## src/rtl/mem_port_arbiter_if.sv

```systemverilog
// Bundle of fetch, data, SRAM and stall signals around the shared memory port arbiter.
// The slave side is the arbiter; the master side holds the requesters and the SRAM.
interface mem_port_arbiter_if #(
    parameter int ADDR_W = 16,
    parameter int DATA_W = 64
);
    logic              if_req;
    logic [ADDR_W-1:0] if_addr;
    logic              if_gnt;
    logic              if_rvalid;
    logic [DATA_W-1:0] if_rdata;

    logic              d_req;
    logic              d_we;
    logic [ADDR_W-1:0] d_addr;
    logic [DATA_W-1:0] d_wdata;
    logic              d_gnt;
    logic              d_rvalid;
    logic [DATA_W-1:0] d_rdata;

    logic              mem_en;
    logic              mem_wen;
    logic [ADDR_W-1:0] mem_addr;
    logic [DATA_W-1:0] mem_wdata;
    logic [DATA_W-1:0] mem_rdata;

    logic              stall_if;
    logic              stall_mem;

    modport slave (
        input  if_req, if_addr, d_req, d_we, d_addr, d_wdata, mem_rdata,
        output if_gnt, if_rvalid, if_rdata, d_gnt, d_rvalid, d_rdata,
        output mem_en, mem_wen, mem_addr, mem_wdata, stall_if, stall_mem
    );

    modport master (
        output if_req, if_addr, d_req, d_we, d_addr, d_wdata, mem_rdata,
        input  if_gnt, if_rvalid, if_rdata, d_gnt, d_rvalid, d_rdata,
        input  mem_en, mem_wen, mem_addr, mem_wdata, stall_if, stall_mem
    );
endinterface

```

## src/rtl/mem_port_arbiter.sv

```systemverilog
// Shares one single-port SRAM between fetch and MEM; data has priority, and a
// starvation counter forces a fetch grant after STARVE_MAX consecutive data wins.
module mem_port_arbiter #(
    parameter int ADDR_W     = 16,
    parameter int DATA_W     = 64,
    parameter int MEM_LAT    = 2,
    parameter int STARVE_MAX = 4
) (
    input  logic             clk,
    input  logic             rst,
    mem_port_arbiter_if.slave bus
);
    localparam int LAT_W = $clog2(MEM_LAT + 1);
    localparam int STV_W = $clog2(STARVE_MAX + 1);

    typedef enum logic {IDLE, RD_WAIT} state_t;

    state_t            r_state, w_stateNext;
    logic [LAT_W-1:0]  r_latCnt, w_latNext;
    logic              r_ownerD, w_ownerNext;
    logic [STV_W-1:0]  r_starveCnt;
    logic              r_ifRvalid, r_dRvalid;
    logic [DATA_W-1:0] r_ifRdata, r_dRdata;

    logic w_canGrant, w_starved, w_ifGnt, w_dGnt, w_capture, w_ifPend, w_dPend;

    assign w_canGrant = (r_state == IDLE) && !rst;
    assign w_starved  = bus.if_req && (r_starveCnt == STV_W'(STARVE_MAX));
    assign w_dGnt     = w_canGrant && bus.d_req && !w_starved;
    assign w_ifGnt    = w_canGrant && bus.if_req && !w_dGnt;
    assign w_ifPend   = (r_state == RD_WAIT) && !r_ownerD;
    assign w_dPend    = (r_state == RD_WAIT) && r_ownerD;

    always_comb begin
        w_stateNext = r_state;
        w_latNext   = r_latCnt;
        w_ownerNext = r_ownerD;
        w_capture   = 1'b0;
        case (r_state)
            IDLE: begin
                // Stores complete in the grant cycle; only reads need the wait state.
                if (w_ifGnt || (w_dGnt && !bus.d_we)) begin
                    w_stateNext = RD_WAIT;
                    w_latNext   = LAT_W'(MEM_LAT);
                    w_ownerNext = w_dGnt;
                end
            end
            RD_WAIT: begin
                if (r_latCnt == LAT_W'(1)) begin
                    w_stateNext = IDLE;
                    w_latNext   = '0;
                    w_capture   = 1'b1;
                end else begin
                    w_latNext = r_latCnt - LAT_W'(1);
                end
            end
            default: w_stateNext = IDLE;
        endcase
    end

    always_ff @(posedge clk) begin
        if (rst) begin
            r_state  <= IDLE;
            r_latCnt <= '0;
            r_ownerD <= 1'b0;
        end else begin
            r_state  <= w_stateNext;
            r_latCnt <= w_latNext;
            r_ownerD <= w_ownerNext;
        end
    end

    always_ff @(posedge clk) begin
        if (rst || !bus.if_req || w_ifGnt) begin
            r_starveCnt <= '0;
        end else if (w_dGnt && (r_starveCnt != STV_W'(STARVE_MAX))) begin
            r_starveCnt <= r_starveCnt + STV_W'(1);
        end
    end

    always_ff @(posedge clk) begin
        if (rst) begin
            r_ifRvalid <= 1'b0;
            r_dRvalid  <= 1'b0;
            r_ifRdata  <= '0;
            r_dRdata   <= '0;
        end else begin
            r_ifRvalid <= w_capture && !r_ownerD;
            r_dRvalid  <= w_capture && r_ownerD;
            if (w_capture && !r_ownerD) r_ifRdata <= bus.mem_rdata;
            if (w_capture && r_ownerD)  r_dRdata  <= bus.mem_rdata;
        end
    end

    assign bus.if_gnt    = w_ifGnt;
    assign bus.d_gnt     = w_dGnt;
    assign bus.if_rvalid = r_ifRvalid;
    assign bus.d_rvalid  = r_dRvalid;
    assign bus.if_rdata  = r_ifRdata;
    assign bus.d_rdata   = r_dRdata;

    assign bus.mem_en    = w_ifGnt || w_dGnt;
    assign bus.mem_wen   = w_dGnt && bus.d_we;
    assign bus.mem_addr  = w_dGnt ? bus.d_addr : (w_ifGnt ? bus.if_addr : '0);
    assign bus.mem_wdata = w_dGnt ? bus.d_wdata : '0;

    assign bus.stall_if  = !rst && ((bus.if_req && !w_ifGnt) || w_ifPend);
    assign bus.stall_mem = !rst && ((bus.d_req && !w_dGnt) || w_dPend);
endmodule

```

## src/flat_wrapper.sv

```systemverilog
// flat-port wrapper written by rule: the top's interface ports become plain ports
module mem_port_arbiter_flat 
#(
    parameter int ADDR_W     = 16,
    parameter int DATA_W     = 64,
    parameter int MEM_LAT    = 2,
    parameter int STARVE_MAX = 4
)
  (clk, rst, bus_if_req, bus_if_addr, bus_d_req, bus_d_we, bus_d_addr, bus_d_wdata, bus_mem_rdata, bus_if_gnt, bus_if_rvalid, bus_if_rdata, bus_d_gnt, bus_d_rvalid, bus_d_rdata, bus_mem_en, bus_mem_wen, bus_mem_addr, bus_mem_wdata, bus_stall_if, bus_stall_mem);
  mem_port_arbiter_if #(.ADDR_W(ADDR_W), .DATA_W(DATA_W)) bus_i ();
  input  logic clk;
  input  logic rst;
  input wire logic [$bits(bus_i.if_req)-1:0] bus_if_req;
  input wire logic [$bits(bus_i.if_addr)-1:0] bus_if_addr;
  input wire logic [$bits(bus_i.d_req)-1:0] bus_d_req;
  input wire logic [$bits(bus_i.d_we)-1:0] bus_d_we;
  input wire logic [$bits(bus_i.d_addr)-1:0] bus_d_addr;
  input wire logic [$bits(bus_i.d_wdata)-1:0] bus_d_wdata;
  input wire logic [$bits(bus_i.mem_rdata)-1:0] bus_mem_rdata;
  output wire logic [$bits(bus_i.if_gnt)-1:0] bus_if_gnt;
  output wire logic [$bits(bus_i.if_rvalid)-1:0] bus_if_rvalid;
  output wire logic [$bits(bus_i.if_rdata)-1:0] bus_if_rdata;
  output wire logic [$bits(bus_i.d_gnt)-1:0] bus_d_gnt;
  output wire logic [$bits(bus_i.d_rvalid)-1:0] bus_d_rvalid;
  output wire logic [$bits(bus_i.d_rdata)-1:0] bus_d_rdata;
  output wire logic [$bits(bus_i.mem_en)-1:0] bus_mem_en;
  output wire logic [$bits(bus_i.mem_wen)-1:0] bus_mem_wen;
  output wire logic [$bits(bus_i.mem_addr)-1:0] bus_mem_addr;
  output wire logic [$bits(bus_i.mem_wdata)-1:0] bus_mem_wdata;
  output wire logic [$bits(bus_i.stall_if)-1:0] bus_stall_if;
  output wire logic [$bits(bus_i.stall_mem)-1:0] bus_stall_mem;
  assign bus_i.if_req = bus_if_req;
  assign bus_i.if_addr = bus_if_addr;
  assign bus_i.d_req = bus_d_req;
  assign bus_i.d_we = bus_d_we;
  assign bus_i.d_addr = bus_d_addr;
  assign bus_i.d_wdata = bus_d_wdata;
  assign bus_i.mem_rdata = bus_mem_rdata;
  assign bus_if_gnt = bus_i.if_gnt;
  assign bus_if_rvalid = bus_i.if_rvalid;
  assign bus_if_rdata = bus_i.if_rdata;
  assign bus_d_gnt = bus_i.d_gnt;
  assign bus_d_rvalid = bus_i.d_rvalid;
  assign bus_d_rdata = bus_i.d_rdata;
  assign bus_mem_en = bus_i.mem_en;
  assign bus_mem_wen = bus_i.mem_wen;
  assign bus_mem_addr = bus_i.mem_addr;
  assign bus_mem_wdata = bus_i.mem_wdata;
  assign bus_stall_if = bus_i.stall_if;
  assign bus_stall_mem = bus_i.stall_mem;
  mem_port_arbiter #(.ADDR_W(ADDR_W), .DATA_W(DATA_W), .MEM_LAT(MEM_LAT), .STARVE_MAX(STARVE_MAX)) u_core (.clk(clk), .rst(rst), .bus(bus_i));
endmodule
```

## config.mk

```make
export PLATFORM = sky130hd
export DESIGN_NAME = mem_port_arbiter_flat
export DESIGN_NICKNAME = d
export VERILOG_FILES = /design/src/rtl/mem_port_arbiter_if.sv /design/src/rtl/mem_port_arbiter.sv /design/src/flat_wrapper.sv
export SDC_FILE = /design/constraint.sdc
export NUM_CORES = 1
export LEC_CHECK = 0
export ABC_AREA = 1
export CAP_MARGIN = 0
export CELL_PAD_IN_SITES_DETAIL_PLACEMENT = 1
export CELL_PAD_IN_SITES_GLOBAL_PLACEMENT = 2
export CORE_MARGIN = 1
export CORE_UTILIZATION = 16
export CTS_BUF_LIST = sky130_fd_sc_hd__clkbuf_4
export DETAILED_ROUTE_END_ITERATION = 8
export PLACE_DENSITY = 0.83
export SLEW_MARGIN = 20
export SYNTH_ARGS = -nofsm -noshare
export SYNTH_HDL_FRONTEND = slang
export SYNTH_SLANG_ARGS = --single-unit
```

## constraint.sdc

```tcl
create_clock -name clk -period 1.9 [get_ports clk]
set_input_delay 0.57 -clock clk [delete_from_list [all_inputs] [get_ports clk]]
set_output_delay 0.57 -clock clk [all_outputs]
set_load 0.005 [all_outputs]
```

Logic cells by family:
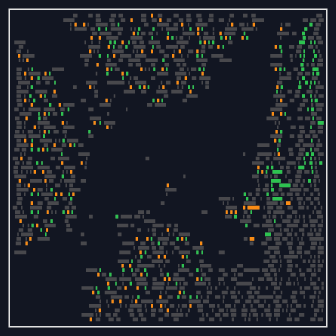
| color | family | cells | where |
|---|---|---|---|
| orange | inverting AOI/OAI gates | 137 | widely spread |
| green | NAND gates | 195 | widely spread |
most common cell after layout, fill and taps aside: clkdlybuf4s50_1
non-filler cells, final: 1,690
proportion of cell area occupied by multi-input gates: 26.4%

Cells colored by class:
The bar under the picture is 50 microns long.
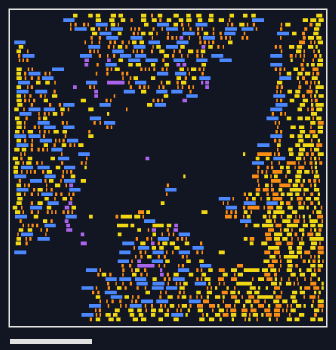
| color | class | cells |
|---|---|---|
| yellow | other buffers and delay cells | 441 |
| blue | flops | 137 |
| purple | clock drivers and dummy loads | 32 |
| orange | combinational and other logic | 616 |

Metal 2:
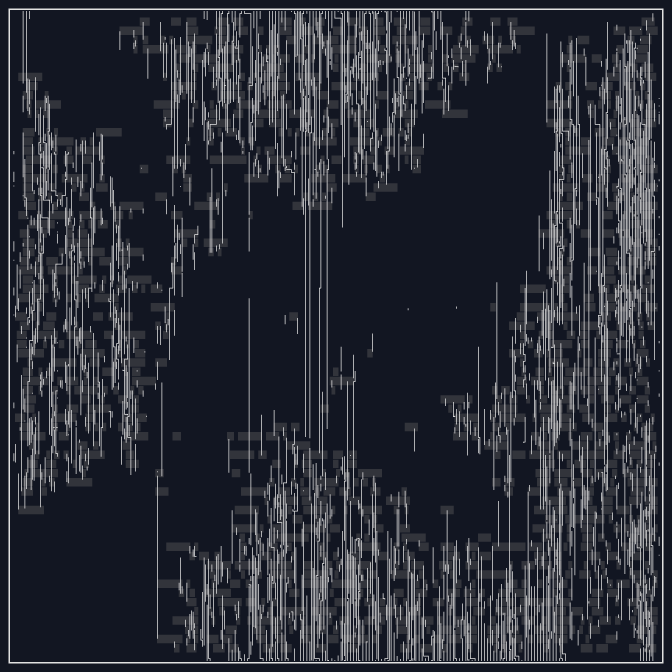
nets with wire on the layer: 1,222
wire length on this layer: 15,100 microns

==> reports/metrics.json <==
{
  "violations_in_the_final_reports": "DRC, setup timing",
  "routed_wirelength_microns": 29200,
  "clkCellAreaFrac_pct": 2.65,
  "pwr.group.combinational_mw": 1.29,
  "post-cts-setup-buffers": 13,
  "common_cells": "nor2_1, dfxtp_1, nand2_1",
  "timing.final.setup_violations": 86,
  "ys_seq_share_pct": 47.3,
  "synth-edff-count": 0,
  "synth_area_leader_cell": "dfxtp_1",
  "detailedRoute.firstIterationViolations": 246,
  "ys.warnings.count": 0,
  "syn_area_per_cell_sq_um": 7.16,
  "layout.buffer.nonclock.area_share_pct": 37.0,
  "routedWlPerCell_microns": 17.3,
  "synth-adder-area-share_pct": 0.647,
  "cp-startpoint": "u_core.r_starveCnt[0]",
  "drt-pass1-iter-count": 6,
  "layout-area-overhead-vs-synth_pct": 90.2,
  "pre_cts_slack_ns": -1.03,
  "cts_htree_levels": 4,
  "design.final.nets": 1381,
  "regArea_sq_um": 2840,
  "critical_path_start_end_classification": "flop to output pin",
  "routed.top_layer": "met4",
  "clock_sink_count": 137,
  "reg2reg_to": "u_core.r_latCnt[1]",
  "postSynth.asyncResetShare_pct": 0,
  "yosys-dominant-comb-family": "simple AND/OR/NAND/NOR gates",
  "synth_flops": 137,
  "p_leak_nw": 5.23,
  "crit_arrival_ns": 1.98,
  "placeable_core_region_sq_um": 35700,
  "worst_margin_slew_ns": 0.768,
  "achievable-frequency_mhz": 392,
  "inserted_clock_buffers": 17,
  "globalRouteTotalUtil_pct": 15.1,
  "unrepaired_setup_endpoints_after_global_routing": "yes",
  "clockRootBuffer": "clkbuf_4",
  "drive_above_1_share_pct": 29.7,
  "worst_ir_drop_vdd_mv": 0.256,
  "critical_path.endpoint": "bus_mem_addr[0]",
  "area_leaders": "dfxtp_1, nor2_1, nand2_1, nand3_1, a21oi_1",
  "p_comb_share_pct": 20.4,
  "routed-wl-met2_microns": 15100,
  "fp_util_pct": 16.3,
  "status": "finished with violations",
  "setup-tns-final_ns": -51.35,
  "warnings": 30,
  "multi_input_comb_area_sq_um": 2910,
  "p_seq_mw": 2.96,
  "finalMaxSlewViolations": 0,
  "vias_per_cell": 4.11,
  "die_area_sq_um": 37000,
  "r2r_cells": 11,
  "dr_total_vias": 6952,
  "nNonClkBuffers": 441,
  "r2r_start": "u_core.r_starveCnt[1]",
  "worst_case_hold_path_end_point": "u_core.bus.d_rdata[46]",
  "fillers": 4326,
  "clkSlewWorstSetupHoldPaths_ns": 0.14,
  "hp-start": "u_core.bus.d_rdata[46]",
  "cts_resized": 680,
  "post_synth_and_or_nand_nor_area_fraction_pct": 27.6,
  "setup.worst_path.end_class": "output pin",
  "grt_first_pass_wirelength_microns": 41800,
  "die_w_microns": 192,
  "antenna_left": 0,
  "drc": 70,
  "logic_gate_count": 538,
  "placedCellCount": 1628,
  "synth_largest_type_area_fraction_pct": 47.3,
  "synth_top_flop_cell": "dfxtp_1",
  "final_critical_path_setup_slack_ns": -0.652,
  "worst_slew_margin_rel_pct": 48.8,
  "floorplan.die.height_microns": 192,
  "numPortBuffers": 380
}
Clock distribution:
The bar under the picture is 50 microns long.
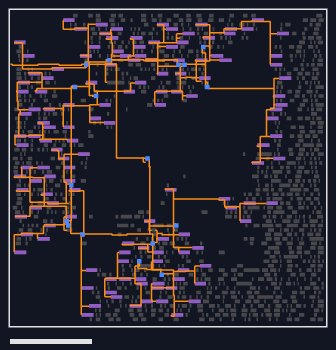
[blue] clock drivers | count: 17
[purple] flip-flops | count: 137
[orange] clock wires | length: 2,230 microns
routed clock nets: 18
clock group share of total power: 32.9%
final clock skew: 0.0208 ns
insertion delay at the late pin of the worst-skew pair: 0.59 ns
reported clock group power: 2.08 mW

Placement view:
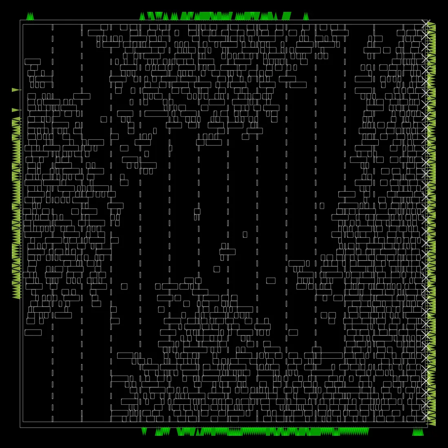
n_taps: 461
fraction of standard cell area that is sequential: 25.7%
sequential cell count: 137
total number of placement rows: 69

## per-stage QoR
step | util [%] | cell area [sq um] | hold WS (ns)
3_5_place_dp | 28.3 | 10100 | 0.451
2_1_floorplan | - | 5820 | 0.432
5_1_grt | 31.0 | 11000 | 0.482
4_1_cts | 29.7 | 10600 | 0.466
3_3_place_gp | 28.3 | 10100 | 0.447
6_report | 31.0 | 11000 | 0.465
## layer usage
layer,vias to the layer above,track usage (%)
li1,3346,-
met1,3308,15.0
met2,256,28.0
met3,42,5.35
met4,0,6.75
met5,-,0
## critical path, cell delays in order (launching register included)
cell and delay [ns]:
dfxtp_2 0.35, inv_2 0.07, ha_4 0.15, nand3_4 0.07
nand3_4 0.09, buf_12 0.12, buf_12 0.13, clkinv_8 0.07
buf_4 0.14, nand2_2 0.05, nand2_1 0.05, buf_2 0.12
Power is estimated from default activity; no workload was simulated.
